==> src/rtl/tube_pkg.sv <==
// Shared types and helpers for the tube display arbiter.
package tube_pkg;

    localparam int NUM_REQ = 3;
    localparam int OWNER_W = 2;

    typedef enum logic [1:0] {
        IDLE = 2'd0,
        SHOW = 2'd1,
        OPEN = 2'd2
    } tube_state_e;

    // Round-robin successor of a requester index (wraps after the last requester).
    function automatic logic [OWNER_W-1:0] next_idx(input logic [OWNER_W-1:0] idx);
        logic [OWNER_W-1:0] nxt;
        if (idx >= OWNER_W'(NUM_REQ - 1)) begin
            nxt = '0;
        end else begin
            nxt = idx + OWNER_W'(1);
        end
        return nxt;
    endfunction

    function automatic logic [31:0] pick_word(input logic [32*NUM_REQ-1:0] data,
                                              input logic [OWNER_W-1:0] idx);
        logic [31:0] word;
        case (idx)
            2'd0:    word = data[31:0];
            2'd1:    word = data[63:32];
            default: word = data[95:64];
        endcase
        return word;
    endfunction

endpackage

==> src/rtl/tube_display_arbiter_if.sv <==
// Request/display bundle between requesters (master) and the arbiter (slave).
interface tube_display_arbiter_if;
    import tube_pkg::*;

    logic [NUM_REQ-1:0]     req;
    logic [32*NUM_REQ-1:0]  req_data;
    logic [NUM_REQ-1:0]     req_blink;
    logic                   clear;
    logic [NUM_REQ-1:0]     grant;
    logic [31:0]            disp_num;
    logic                   disp_en;
    logic [OWNER_W-1:0]     disp_owner;
    logic                   busy;

    modport master (
        output req, req_data, req_blink, clear,
        input  grant, disp_num, disp_en, disp_owner, busy
    );

    modport slave (
        input  req, req_data, req_blink, clear,
        output grant, disp_num, disp_en, disp_owner, busy
    );

endinterface

==> src/rtl/tube_rr_picker.sv <==
// Combinational round-robin picker: search starts one past the last owner.
module tube_rr_picker
    import tube_pkg::*;
(
    input  logic [NUM_REQ-1:0] req_i,
    input  logic [OWNER_W-1:0] last_owner_i,
    output logic [NUM_REQ-1:0] pick_o,
    output logic [OWNER_W-1:0] pick_idx_o
);

    logic [OWNER_W-1:0] cand_s;
    logic               found_s;

    // Walk the requesters in rotation order and keep the first one asserted.
    always_comb begin
        pick_o     = '0;
        pick_idx_o = last_owner_i;
        found_s    = 1'b0;
        cand_s     = last_owner_i;
        for (int k = 0; k < NUM_REQ; k++) begin
            cand_s = next_idx(cand_s);
            if (!found_s && req_i[cand_s]) begin
                found_s        = 1'b1;
                pick_o[cand_s] = 1'b1;
                pick_idx_o     = cand_s;
            end else begin
                found_s = found_s;
            end
        end
    end

endmodule

==> src/rtl/tube_display_arbiter.sv <==
// Tube display arbiter: round-robin grant with a minimum hold window.
// Optional blink support is built when TUBE_BLINK_EN is defined.
module tube_display_arbiter
    import tube_pkg::*;
#(
    parameter int HOLD_CYCLES = 1000,
    parameter int BLINK_HALF  = 25000
) (
    input  logic                   clock,
    input  logic                   reset,
    tube_display_arbiter_if.slave  bus
);

    localparam int HCW = $clog2(HOLD_CYCLES + 1);
    localparam logic [HCW-1:0] HOLD_LOAD = HCW'(HOLD_CYCLES - 1);

    tube_state_e        state_q, state_d;
    logic [HCW-1:0]     hold_q, hold_d;
    logic [31:0]        num_q, num_d;
    logic [OWNER_W-1:0] owner_q, owner_d;
    logic [NUM_REQ-1:0] pick_s, grant_s;
    logic [OWNER_W-1:0] pick_idx_s, grant_idx_s;

    tube_rr_picker u_picker (
        .req_i        (bus.req),
        .last_owner_i (owner_q),
        .pick_o       (pick_s),
        .pick_idx_o   (pick_idx_s)
    );

    // Grant selection and next-state logic; clear and reset veto every grant.
    always_comb begin
        grant_s     = '0;
        grant_idx_s = owner_q;
        state_d     = state_q;
        hold_d      = hold_q;
        num_d       = num_q;
        owner_d     = owner_q;

        if (reset || bus.clear) begin
            grant_s = '0;
        end else begin
            case (state_q)
                IDLE, OPEN: begin
                    grant_s     = pick_s;
                    grant_idx_s = pick_idx_s;
                end
                SHOW: begin
                    if (bus.req[owner_q]) begin
                        grant_s[owner_q] = 1'b1;
                    end else begin
                        grant_s = '0;
                    end
                end
                default: grant_s = '0;
            endcase
        end

        if (bus.clear) begin
            state_d = IDLE;
            hold_d  = '0;
        end else if (|grant_s) begin
            state_d = SHOW;
            hold_d  = HOLD_LOAD;
            num_d   = pick_word(bus.req_data, grant_idx_s);
            owner_d = grant_idx_s;
        end else if (state_q == SHOW) begin
            if (hold_q == '0) begin
                state_d = OPEN;
            end else begin
                hold_d = hold_q - HCW'(1);
            end
        end else begin
            state_d = state_q;
        end
    end

    // Main state registers; owner resets to the last index so requester 0 wins first.
    always_ff @(posedge clock or posedge reset) begin
        if (reset) begin
            state_q <= IDLE;
            hold_q  <= '0;
            num_q   <= 32'h0000_0000;
            owner_q <= OWNER_W'(NUM_REQ - 1);
        end else begin
            state_q <= state_d;
            hold_q  <= hold_d;
            num_q   <= num_d;
            owner_q <= owner_d;
        end
    end

`ifdef TUBE_BLINK_EN
    localparam int BCW = $clog2(BLINK_HALF + 1);

    logic           blink_q, blink_d;
    logic           phase_q, phase_d;
    logic [BCW-1:0] bcnt_q, bcnt_d;

    // Blink timer restarts lit at every grant and toggles each BLINK_HALF cycles.
    always_comb begin
        blink_d = blink_q;
        phase_d = phase_q;
        bcnt_d  = bcnt_q;
        if (bus.clear) begin
            bcnt_d = '0;
        end else if (|grant_s) begin
            blink_d = |(bus.req_blink & grant_s);
            phase_d = 1'b1;
            bcnt_d  = '0;
        end else if ((state_q != IDLE) && blink_q) begin
            if (bcnt_q == BCW'(BLINK_HALF - 1)) begin
                bcnt_d  = '0;
                phase_d = ~phase_q;
            end else begin
                bcnt_d = bcnt_q + BCW'(1);
            end
        end else begin
            bcnt_d = bcnt_q;
        end
    end

    // Blink state registers.
    always_ff @(posedge clock or posedge reset) begin
        if (reset) begin
            blink_q <= 1'b0;
            phase_q <= 1'b0;
            bcnt_q  <= '0;
        end else begin
            blink_q <= blink_d;
            phase_q <= phase_d;
            bcnt_q  <= bcnt_d;
        end
    end

    assign bus.disp_en = (state_q != IDLE) && (!blink_q || phase_q);
`else
    logic unused_blink_s;
    assign unused_blink_s = ^bus.req_blink;
    assign bus.disp_en    = (state_q != IDLE);
`endif

    assign bus.grant      = grant_s;
    assign bus.disp_num   = num_q;
    assign bus.disp_owner = owner_q;
    assign bus.busy       = (state_q == SHOW);

endmodule
==> src/flat_wrapper.sv <==
// flat-port wrapper written by rule: the top's interface ports become plain ports
module tube_display_arbiter_flat import tube_pkg::*;
#(
    parameter int HOLD_CYCLES = 1000,
    parameter int BLINK_HALF  = 25000
)
  (clock, reset, bus_req, bus_req_data, bus_req_blink, bus_clear, bus_grant, bus_disp_num, bus_disp_en, bus_disp_owner, bus_busy);
  tube_display_arbiter_if bus_i ();
  input  logic clock;
  input  logic reset;
  input wire logic [$bits(bus_i.req)-1:0] bus_req;
  input wire logic [$bits(bus_i.req_data)-1:0] bus_req_data;
  input wire logic [$bits(bus_i.req_blink)-1:0] bus_req_blink;
  input wire logic [$bits(bus_i.clear)-1:0] bus_clear;
  output wire logic [$bits(bus_i.grant)-1:0] bus_grant;
  output wire logic [$bits(bus_i.disp_num)-1:0] bus_disp_num;
  output wire logic [$bits(bus_i.disp_en)-1:0] bus_disp_en;
  output wire logic [$bits(bus_i.disp_owner)-1:0] bus_disp_owner;
  output wire logic [$bits(bus_i.busy)-1:0] bus_busy;
  assign bus_i.req = bus_req;
  assign bus_i.req_data = bus_req_data;
  assign bus_i.req_blink = bus_req_blink;
  assign bus_i.clear = bus_clear;
  assign bus_grant = bus_i.grant;
  assign bus_disp_num = bus_i.disp_num;
  assign bus_disp_en = bus_i.disp_en;
  assign bus_disp_owner = bus_i.disp_owner;
  assign bus_busy = bus_i.busy;
  tube_display_arbiter #(.HOLD_CYCLES(HOLD_CYCLES), .BLINK_HALF(BLINK_HALF)) u_core (.clock(clock), .reset(reset), .bus(bus_i));
endmodule
==> config.mk <==
export PLATFORM = sky130hd
export DESIGN_NAME = tube_display_arbiter_flat
export DESIGN_NICKNAME = d
export VERILOG_FILES = /design/src/rtl/tube_pkg.sv /design/src/rtl/tube_display_arbiter_if.sv /design/src/rtl/tube_rr_picker.sv /design/src/rtl/tube_display_arbiter.sv /design/src/flat_wrapper.sv
export SDC_FILE = /design/constraint.sdc
export NUM_CORES = 1
export LEC_CHECK = 0
export ABC_AREA = 1
export CAP_MARGIN = 20
export CORE_AREA = 2 2 94 96
export DETAILED_ROUTE_END_ITERATION = 10
export DIE_AREA = 0 0 96 98
export HOLD_SLACK_MARGIN = 0.05
export PLACE_DENSITY = 0.8
export SYNTH_ARGS = -nofsm -noshare
export SYNTH_HDL_FRONTEND = slang
export SYNTH_SLANG_ARGS = --single-unit
==> constraint.sdc <==
create_clock -name clock -period 1.9 [get_ports clock]
set_input_delay 0.38 -clock clock [delete_from_list [all_inputs] [get_ports clock]]
set_output_delay 0.38 -clock clock [all_outputs]
set_load 0.03 [all_outputs]
==> run summary <==
State of the implementation.

- The flow ran to the end, but the final reports show violations.
- The final reports fail on negative setup slack.
- The number of cells on the worst reg-to-reg path is 17, for reference.
- In this run, synthesis inferred 0 flip-flops with an integrated enable.
- The post-cts hold buffer count is 0, for reference.
- In this run the VDD rail shows a maximum IR drop of 0.000974 V.
- The overall power after layout is 11.0 mW, for reference.
- The final timing report lists a hold violation count of 0.
- The end of the critical path is u_core.hold_q[9]$_DFFE_PP0P_, for reference.
- The data arrival time of the critical path is between 2 and 3 ns, for reference.
- In the post-route analysis, the smallest setup slack over all paths is -0.561 ns.
- For this sky-water flow run, the detailed-routed wirelength per cell is reported as 17.1 µm.
- After synthesis, the share of flip-flops with an asynchronous set or reset is 100%.
- The portion of the layout cell area used by non-clock buffers is 40.7%, for reference.
- The arithmetic-cell share of the synthesized area counting full adders, half adders and majority gates is 0.400%, for reference.
- In the routed design, unresolved DRC markers number 0.
- The initial cell density of the core is 37.0%, for reference.
- Leaving out buffers and inverters, the combinational logic in the layout accounts for 2250 µm².
- Entering global routing, the biggest net connects 41 pins.
- The critical path depth in cells is 17, for reference.
- The vias per cell is 5.42, for reference.
- The clock tree from TritonCTS is yes, for reference.
- In this run the count of I/O pins placed on the die edge is 144.
- The fraction of final layout cells sized beyond drive strength 1 is 36.7%, for reference.
- The count of unique library cells instantiated by Yosys is 32, for reference.
- According to the dpl log, the detail-placed design has an HPWL of around 8000 µm.
- Of the synthesized area, sequential elements account for 36.8%.
- The post-cts gate resize count is 117, for reference.
- The transition time recorded at the tightest slew-check pin is 0.503 ns.
- The most common cell in the synthesized netlist is nand2_1.
- The register with the most flip-flops in the layout has 32 of them.
- The die is approximately 96 µm wide.
- Clock cells make up 1.67% of the layout cell area.
- Along the worst path, the maximum fanout reaches 6.
- In this run the tool buffered the top-level ports with 140 buffer cells.
- The final count of negative-setup-slack endpoints is 48, for reference.
- The main area contributors are dfrtp_1, nand2_1, nand3_1, nand4_1, inv_1.
- The aoi/oai-family share of the synthesized area is 3.08%, for reference.
- The count of buffers not belonging to the clock network in the layout is roughly 240, for reference.
- The cell with the largest stage delay on the worst path is dfstp_2, for reference.
- The synthesized flop and latch total is 46, for reference.
- STA lists the endpoint of the worst register-to-register path as u_core.hold_q[9]$_DFFE_PP0P_.
- The accumulated negative setup slack is -22.39 ns, for reference.
- In this run the biggest area consumer among cell types represents 36.0% of the synthesized area.
- The H-tree was split into 2 levels.
- The cell repeated most along the worst path is nor2_4, for reference.
- The final route contains 4,264 vias.
- The number of global-route vias before repair is 4,326.
- The global-route wire length before repair is 20,600 µm, for reference.
- In this run the standard cell core region covers around 8500 µm².
- Per the layout report, the design carries 25 non-clock inverters.
- Subtracting the final worst setup slack from the clock period gives 2.46 ns.
- In the final layout, flip-flops and latches occupy ~1200 µm².
- The dominant cell type by area after synthesis is dfrtp_1, for reference.
- The critical path class is flop to flop, for reference.
- The number of inserted diodes is 0, for reference.
power by group:
group / leakage, nW / internal (mW) / total, mW / switching (mW)
Clock: 0.0524 / 0.394 / 0.720 / 0.326
Sequential: 0.580 / 1.43 / 1.85 / 0.414
Combinational: 2.39 / 3.95 / 8.44 / 4.49
Total: 3.02 / 5.78 / 11.0 / 5.23
stage by stage:
step / instance area, µm² / hold slack (ns) / utilization, %
floorplan: 3150 / 0.478 / -
global placement: 5050 / 0.462 / 59.7
detailed placement: 5050 / 0.467 / 59.7
CTS: 6040 / 0.442 / 71.4
global route: 6350 / 0.489 / 75.0
finish: 6350 / 0.457 / 75.0
layer usage:
layer  GRT usage, %  vias up  part of all wire, %
met2           46.8      226                   51
met1           32.5     2014                   38
met3           6.02       59                  6.6
met5              0        -                    0
li1               -     1965                    -
met4           14.6        0                  4.4
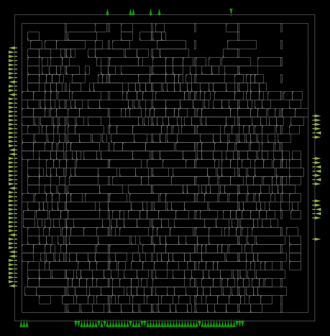
*Placement view*
flip-flops: 46
core utilization of the finished layout: 75.0%
standard-cell rows: 34
Layout Cells excl Fill: 786
number of fill cells: 562

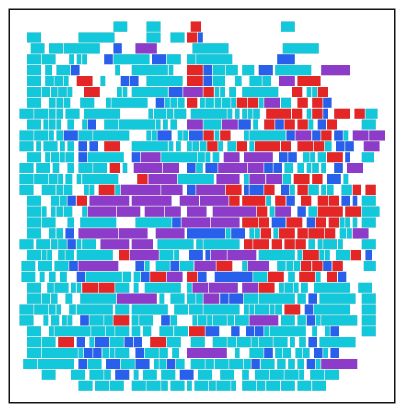
*Drive-strength map*
Scale: 4 px per µm.
| color | size | cells | share |
|---|---|---|---|
| cyan | _0 and _1 cells | 429 | 63% |
| red | _3 and _4 cells | 90 | 13% |
| blue | _2 cells | 99 | 15% |
| purple | _6 and larger | 60 | 8.8% |

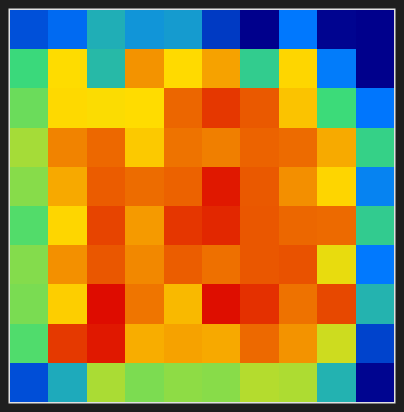
*Local utilization*
Scale: 4 px per µm. The die is cut into 10 by 10 equal tiles; dark blue is low, red is high, 0 to 100% covered.
emptiest ninth of the die: top right
densest ninth of the die: middle
mean over tiles: 66%
nearly empty tiles: 5.0%
tiles over 75% full: 55%

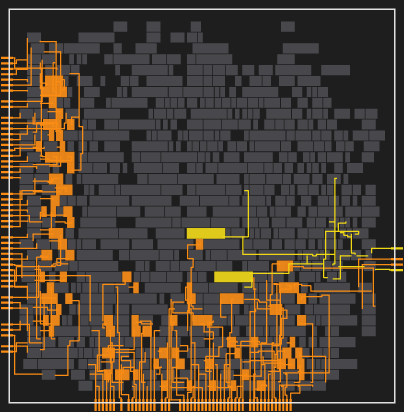
*Port wiring*
Scale: 4 px per µm.
| color | port | direction | edge | end cells | buffers | wire |
|---|---|---|---|---|---|---|
| yellow | bus_disp_owner | output | right | 2 | 5 | 164 µm |
| orange | bus_req_data | input | 48 bottom, 46 left, 2 right | 96 | 96 | 1,970 µm |

Power and IR drop assume default switching activity.
